===== config.mk =====
export PLATFORM = sky130hd
export DESIGN_NAME = sprite_mover
export DESIGN_NICKNAME = d
export VERILOG_FILES = /design/src/rtl/sprite_mover.sv
export SDC_FILE = /design/constraint.sdc
export NUM_CORES = 1
export LEC_CHECK = 0
export ABC_AREA = 1
export CORE_MARGIN = 2
export CORE_UTILIZATION = 45
export CTS_BUF_LIST = sky130_fd_sc_hd__clkbuf_8
export CTS_CLUSTER_SIZE = 14
export DETAILED_ROUTE_END_ITERATION = 12
export PLACE_DENSITY = 0.66
export SETUP_SLACK_MARGIN = 0.1
export SLEW_MARGIN = 10
export SYNTH_ARGS = -nofsm -noshare
export SYNTH_HDL_FRONTEND = slang
export SYNTH_SLANG_ARGS = --single-unit

===== constraint.sdc =====
create_clock -name clk -period 4.03 [get_ports clk]
set_input_delay 1.209 -clock clk [delete_from_list [all_inputs] [get_ports clk]]
set_output_delay 1.209 -clock clk [all_outputs]
set_load 0.005 [all_outputs]

===== src/rtl/sprite_mover.sv =====
// sprite_mover: sprite-movement engine for the VGA game layer.
// Clears the screen, draws a SPRITE_W x SPRITE_H sprite read from an external
// synchronous ROM, then on left/right commands erases the sprite, steps its
// x position (clamped to the screen) and redraws it at the new place.
// Plot outputs are registered; every pixel appears one cycle after it is
// scheduled. Completion pulses follow the last plotted pixel by one cycle.
// Optional build macro: SPRITE_MOVER_TRANSPARENT_EN (black sprite pixels are
// not written, so the background shows through).
module sprite_mover #(
    parameter int SCREEN_W = 160,
    parameter int SCREEN_H = 120,
    parameter int SPRITE_W = 11,
    parameter int SPRITE_H = 10,
    parameter int X_START  = 73,
    parameter int Y_START  = 105,
    parameter int STEP     = 5,
    parameter int ADDR_W   = 7
) (
    input  logic              clk,
    input  logic              reset,
    input  logic              start,
    input  logic              left,
    input  logic              right,
    input  logic [2:0]        rom_data,
    output logic [ADDR_W-1:0] rom_addr,
    output logic [7:0]        xout,
    output logic [6:0]        yout,
    output logic [2:0]        colourOut,
    output logic              drawEn,
    output logic              screenCleared,
    output logic              drewHomeBase,
    output logic              moveDone,
    output logic              blocked,
    output logic              busy,
    output logic [7:0]        posX
);

    localparam int PIX_N = SPRITE_W * SPRITE_H;
    localparam int CNT_W = ADDR_W + 1;

    localparam logic [CNT_W-1:0]  CNT_ZERO   = CNT_W'(0);
    localparam logic [CNT_W-1:0]  CNT_ONE    = CNT_W'(1);
    localparam logic [CNT_W-1:0]  PIX_LAST   = CNT_W'(PIX_N - 1);
    localparam logic [CNT_W-1:0]  PIX_END    = CNT_W'(PIX_N);
    localparam logic [ADDR_W-1:0] ADDR_ZERO  = ADDR_W'(0);
    localparam logic [ADDR_W-1:0] ADDR_ONE   = ADDR_W'(1);
    localparam logic [7:0]        CLR_X_LAST = 8'(SCREEN_W - 1);
    localparam logic [6:0]        CLR_Y_LAST = 7'(SCREEN_H - 1);
    localparam logic [7:0]        SPR_C_LAST = 8'(SPRITE_W - 1);
    localparam logic [7:0]        X_MAX      = 8'(SCREEN_W - SPRITE_W);
    localparam logic [7:0]        X_INIT     = 8'(X_START);
    localparam logic [6:0]        Y_TOP      = 7'(Y_START);
    localparam logic [8:0]        STEP9      = 9'(STEP);

    typedef enum logic [2:0] {
        S_TITLE = 3'd0,
        S_CLEAR = 3'd1,
        S_HOME  = 3'd2,
        S_CMD   = 3'd3,
        S_ERASE = 3'd4,
        S_STEP  = 3'd5,
        S_DRAW  = 3'd6
    } state_t;

    // Which operation the pixel just registered finished, if any.
    typedef enum logic [1:0] {
        DONE_NONE  = 2'd0,
        DONE_CLEAR = 2'd1,
        DONE_HOME  = 2'd2,
        DONE_MOVE  = 2'd3
    } done_t;

    // Target x for one step; 9-bit arithmetic so neither direction can wrap.
    function automatic logic [7:0] step_target(input logic [7:0] pos, input logic go_left);
        logic [8:0] wide;
        logic [7:0] res;
        wide = 9'd0;
        res  = pos;
        if (go_left) begin
            if ({1'b0, pos} < STEP9) begin
                res = 8'd0;
            end else begin
                wide = {1'b0, pos} - STEP9;
                res  = wide[7:0];
            end
        end else begin
            wide = {1'b0, pos} + STEP9;
            if (wide > {1'b0, X_MAX}) begin
                res = X_MAX;
            end else begin
                res = wide[7:0];
            end
        end
        return res;
    endfunction

    state_t             state_r;
    state_t             next_state_s;
    logic [7:0]         col_r;
    logic [6:0]         row_r;
    logic [CNT_W-1:0]   cnt_r;
    logic [7:0]         posx_r;
    logic [7:0]         target_r;
    logic [ADDR_W-1:0]  rom_addr_r;
    logic [7:0]         xout_r;
    logic [6:0]         yout_r;
    logic [2:0]         colour_r;
    logic               draw_en_r;
    done_t              done_kind_r;
    logic               screen_cleared_r;
    logic               drew_home_r;
    logic               move_done_r;
    logic               blocked_r;
    logic               busy_r;

    logic               clear_last_s;
    logic               pix_keep_s;
    logic [7:0]         cmd_target_s;
    logic               cmd_blocked_s;
    logic               cmd_go_s;

    assign clear_last_s = (col_r == CLR_X_LAST) && (row_r == CLR_Y_LAST);

`ifdef SPRITE_MOVER_TRANSPARENT_EN
    assign pix_keep_s = (rom_data != 3'd0);
`else
    assign pix_keep_s = 1'b1;
`endif

    // State register
    always_ff @(posedge clk or negedge reset) begin
        if (!reset) begin
            state_r <= S_TITLE;
        end else begin
            state_r <= next_state_s;
        end
    end

    // Next-state logic and command decode (commands only looked at in S_CMD)
    always_comb begin
        next_state_s  = state_r;
        cmd_target_s  = step_target(posx_r, left);
        cmd_blocked_s = 1'b0;
        cmd_go_s      = 1'b0;
        case (state_r)
            S_TITLE: begin
                if (start) begin
                    next_state_s = S_CLEAR;
                end else begin
                    next_state_s = S_TITLE;
                end
            end
            S_CLEAR: begin
                if (clear_last_s) begin
                    next_state_s = S_HOME;
                end else begin
                    next_state_s = S_CLEAR;
                end
            end
            S_HOME, S_DRAW: begin
                if (cnt_r == PIX_END) begin
                    next_state_s = S_CMD;
                end else begin
                    next_state_s = state_r;
                end
            end
            S_CMD: begin
                if (left ^ right) begin
                    if (cmd_target_s == posx_r) begin
                        cmd_blocked_s = 1'b1;
                        next_state_s  = S_CMD;
                    end else begin
                        cmd_go_s     = 1'b1;
                        next_state_s = S_ERASE;
                    end
                end else begin
                    next_state_s = S_CMD;
                end
            end
            S_ERASE: begin
                if (cnt_r == PIX_LAST) begin
                    next_state_s = S_STEP;
                end else begin
                    next_state_s = S_ERASE;
                end
            end
            S_STEP: begin
                next_state_s = S_DRAW;
            end
            default: begin
                next_state_s = S_TITLE;
            end
        endcase
    end

    // Pixel counters, ROM address, plot registers, position and pulses
    always_ff @(posedge clk or negedge reset) begin
        if (!reset) begin
            col_r            <= 8'd0;
            row_r            <= 7'd0;
            cnt_r            <= CNT_ZERO;
            posx_r           <= X_INIT;
            target_r         <= X_INIT;
            rom_addr_r       <= ADDR_ZERO;
            xout_r           <= 8'd0;
            yout_r           <= 7'd0;
            colour_r         <= 3'd0;
            draw_en_r        <= 1'b0;
            done_kind_r      <= DONE_NONE;
            screen_cleared_r <= 1'b0;
            drew_home_r      <= 1'b0;
            move_done_r      <= 1'b0;
            blocked_r        <= 1'b0;
            busy_r           <= 1'b0;
        end else begin
            draw_en_r        <= 1'b0;
            done_kind_r      <= DONE_NONE;
            screen_cleared_r <= (done_kind_r == DONE_CLEAR);
            drew_home_r      <= (done_kind_r == DONE_HOME);
            move_done_r      <= (done_kind_r == DONE_MOVE);
            blocked_r        <= cmd_blocked_s;
            busy_r           <= (next_state_s != S_TITLE) && (next_state_s != S_CMD);
            case (state_r)
                S_CLEAR: begin
                    xout_r    <= col_r;
                    yout_r    <= row_r;
                    colour_r  <= 3'd0;
                    draw_en_r <= 1'b1;
                    if (clear_last_s) begin
                        col_r       <= 8'd0;
                        row_r       <= 7'd0;
                        done_kind_r <= DONE_CLEAR;
                    end else if (col_r == CLR_X_LAST) begin
                        col_r <= 8'd0;
                        row_r <= row_r + 7'd1;
                    end else begin
                        col_r <= col_r + 8'd1;
                    end
                end
                S_HOME, S_DRAW: begin
                    // Address runs one cycle ahead of the pixel being plotted.
                    if (cnt_r < PIX_LAST) begin
                        rom_addr_r <= rom_addr_r + ADDR_ONE;
                    end else begin
                        rom_addr_r <= ADDR_ZERO;
                    end
                    if (cnt_r != CNT_ZERO) begin
                        xout_r    <= posx_r + col_r;
                        yout_r    <= Y_TOP + row_r;
                        colour_r  <= rom_data;
                        draw_en_r <= pix_keep_s;
                    end
                    if (cnt_r == PIX_END) begin
                        cnt_r       <= CNT_ZERO;
                        col_r       <= 8'd0;
                        row_r       <= 7'd0;
                        done_kind_r <= (state_r == S_HOME) ? DONE_HOME : DONE_MOVE;
                    end else begin
                        cnt_r <= cnt_r + CNT_ONE;
                        if (cnt_r != CNT_ZERO) begin
                            if (col_r == SPR_C_LAST) begin
                                col_r <= 8'd0;
                                row_r <= row_r + 7'd1;
                            end else begin
                                col_r <= col_r + 8'd1;
                            end
                        end
                    end
                end
                S_ERASE: begin
                    xout_r    <= posx_r + col_r;
                    yout_r    <= Y_TOP + row_r;
                    colour_r  <= 3'd0;
                    draw_en_r <= 1'b1;
                    if (cnt_r == PIX_LAST) begin
                        cnt_r <= CNT_ZERO;
                        col_r <= 8'd0;
                        row_r <= 7'd0;
                    end else begin
                        cnt_r <= cnt_r + CNT_ONE;
                        if (col_r == SPR_C_LAST) begin
                            col_r <= 8'd0;
                            row_r <= row_r + 7'd1;
                        end else begin
                            col_r <= col_r + 8'd1;
                        end
                    end
                end
                S_STEP: begin
                    posx_r <= target_r;
                end
                S_CMD: begin
                    if (cmd_go_s) begin
                        target_r <= cmd_target_s;
                    end
                end
                default: begin
                end
            endcase
        end
    end

    assign rom_addr      = rom_addr_r;
    assign xout          = xout_r;
    assign yout          = yout_r;
    assign colourOut     = colour_r;
    assign drawEn        = draw_en_r;
    assign screenCleared = screen_cleared_r;
    assign drewHomeBase  = drew_home_r;
    assign moveDone      = move_done_r;
    assign blocked       = blocked_r;
    assign busy          = busy_r;
    assign posX          = posx_r;

endmodule


==> CHANGELOG.md <==
## Implementation

* CTS Buf Count at 9
* Final slew viol count at 0
* Core Area at 9730 sq um
* Max Fclk at 331 MHz
* Critical path destination: target_r[5]
* Clk root buf: clkbuf_8
* Required time worst endpoint at 4300 ps
* Flop-to-flop setup slack at 1050 ps
* Crit-path max FO at 17
* EDFF count, synth at 0
* Psw at 1.88 mW
* # DRC at 0
* Largest net degree at the start of global routing at 76
* Outcome: finished, final reports clean
* Grt ovf at 0
* Minimum clock period after layout at 3020 ps
* Seq/Total Area, Yosys at 42.0%
* Final setup viols at 0
* Crit path DAT at 3290 ps
* Wire length per cell at 13.4 um
* R2r worst-path depth at 9
* Total number of H-tree levels at 3
* Leak at 2.54 nW
* Placed cell areas at 5060 sq um
* Fin crit share at 75.0%
* Most used flip-flop cell: dfrtp_1
* Setup repair after global routing missed its margin: no
* Top cell excl fill/tap: nand2_1
* Worst-margin pin slew at 939 ps
* Die W at 104 um
* Pint at 2.27 mW
* GPL Wtd Cong at 0.890
* Reg-to-Reg End: row_r[5]
* Final #Nets at 676
* M1 GR Usage at 26.9%
* GRT Util Overall at 20.5%
* CTS resizes at 0
* Yosys cell types at 45
-- worst min-delay path by stage --
stage          cells after the start            end      startpoint
3_5_place_dp                       1  screenCleared  done_kind_r[1]
2_1_floorplan                      1   drewHomeBase  done_kind_r[0]
6_report                           1  screenCleared  done_kind_r[1]
5_1_grt                            1   drewHomeBase  done_kind_r[0]
3_3_place_gp                       1   drewHomeBase  done_kind_r[0]
4_1_cts                            1  screenCleared  done_kind_r[1]
-- power groups by stage --
stage | sequential (mW) | clock [mW] | combinational, mW
2_1_floorplan | 1.27 | 0 | 1.48
3_3_place_gp | 1.36 | 0 | 2.10
3_5_place_dp | 1.37 | 0 | 2.14
4_1_cts | 1.36 | 0.670 | 2.15
5_1_grt | 1.41 | 0.702 | 2.44
6_report | 1.36 | 0.655 | 2.14
-- per-stage QoR --
step	power (mW)	std cells	hold WS (ps)	util, %	worst slack [ps]
after global routing	4.55	787	454	54.4	703
after detailed placement	3.51	771	444	52.0	664
after CTS	4.17	787	442	54.4	1000
after floorplan	2.75	603	421	-	1270
final	4.15	787	438	54.4	1010
after global placement	3.46	771	441	52.0	747
-- registers in the layout, summed over array words and instances (netlist names) --
register and flops:
blocked 1, drawEn 1, row_r 7, yout 7, col_r 8, colourOut 3, screenCleared 1, done_kind_r 2
posX 8, target_r 8, rom_addr 7, drewHomeBase 1, cnt_r 8, state_r 3, moveDone 1, busy 1
xout 8
-- cell families after synthesis --
group	Yosys count	synth area share, %
buffers and inverters	106	9.12
and+or+nand+nor	284	27.0
adders and majority gates	19	5.47
xor gates and xnor gates	16	3.13
AOI/OAI and AO/OA	103	13.2
DFF	75	42.0
-- synth_stat cells (3+ instances only) --
library cell,n,share of area [%]
inv_2,5,0.42
nand3_1,42,4.7
a21oi_1,28,3.1
a31oi_1,7,0.98
o21ai_1,6,0.67
ha_1,18,5.0
clkbuf_1,7,0.59
o31ai_1,5,0.84
buf_2,3,0.33
nor2_2,3,0.42
nor2_1,77,6.4
o21ai_0,41,4.6
nand4_1,9,1.3
inv_1,87,7.3
nand2_2,3,0.42
nor3_1,9,1.0
dfstp_2,6,3.5
nand2_1,129,11
xor2_1,14,2.7
nor4_1,4,0.56
dfrtp_1,69,39
-- worst max-delay path, cell delays in order --
cell             delay, ps
clkdlybuf4s50_1        680
inv_1                  210
nor2_1                 210
nor2_1                  80
nand2_1                 90
nand2_1                 60
nand3_1                130
nor2_2                  60
a21oi_4                350
nor2_1                  80
a21oi_1                120
-- final cells by class --
| class | count | area (sq um) | share of cell area [%] |
|---|---|---|---|
| clock buffer | 10 | 138 | 2.60 |
| multi-input combinational | 422 | 2190 | 41.4 |
| timing repair buffer | 48 | 473 | 8.94 |
| inverter | 93 | 349 | 6.60 |
| tap | 133 | 166 | 3.15 |
| clock inverter | 6 | 88.8 | 1.68 |
| sequential | 75 | 1880 | 35.6 |
-- metal layers --
layer / part of all wire, % / vias up / wire length, um
li1: - / 2052 / -
met4: 1.8 / 0 / 191
met2: 47 / 101 / 4970
met5: 0 / - / 0
met1: 46 / 1926 / 4860
met3: 4.8 / 20 / 509
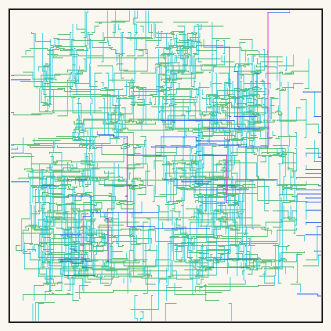
(wiring by layer)
Scale: 3 px per um.
legend:
  magenta:
    layer: met4
    wire_length: 191 um
  cyan:
    layer: met2
    wire_length: 4970 um
  green:
    layer: met1
    wire_length: 4860 um
  blue:
    layer: met3
    wire_length: 509 um

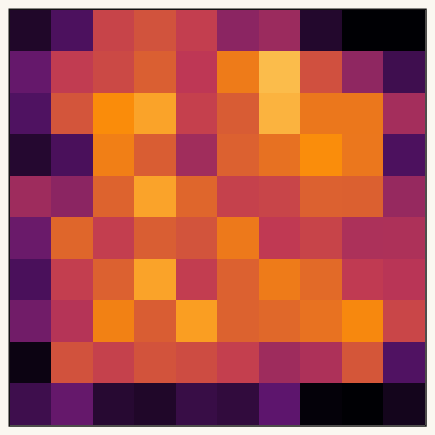
(placement density heat map)
Scale: 4 px per um. The die is cut into 10 by 10 equal tiles; black is low, pale yellow is high, 0 to 100% covered.
nearly empty tiles: 4.0%
fullest tile: 86%
mean over tiles: 48%
tiles over 75% full: 7.0%

Power figures rest on the tool's default switching activity, not on a simulated workload.
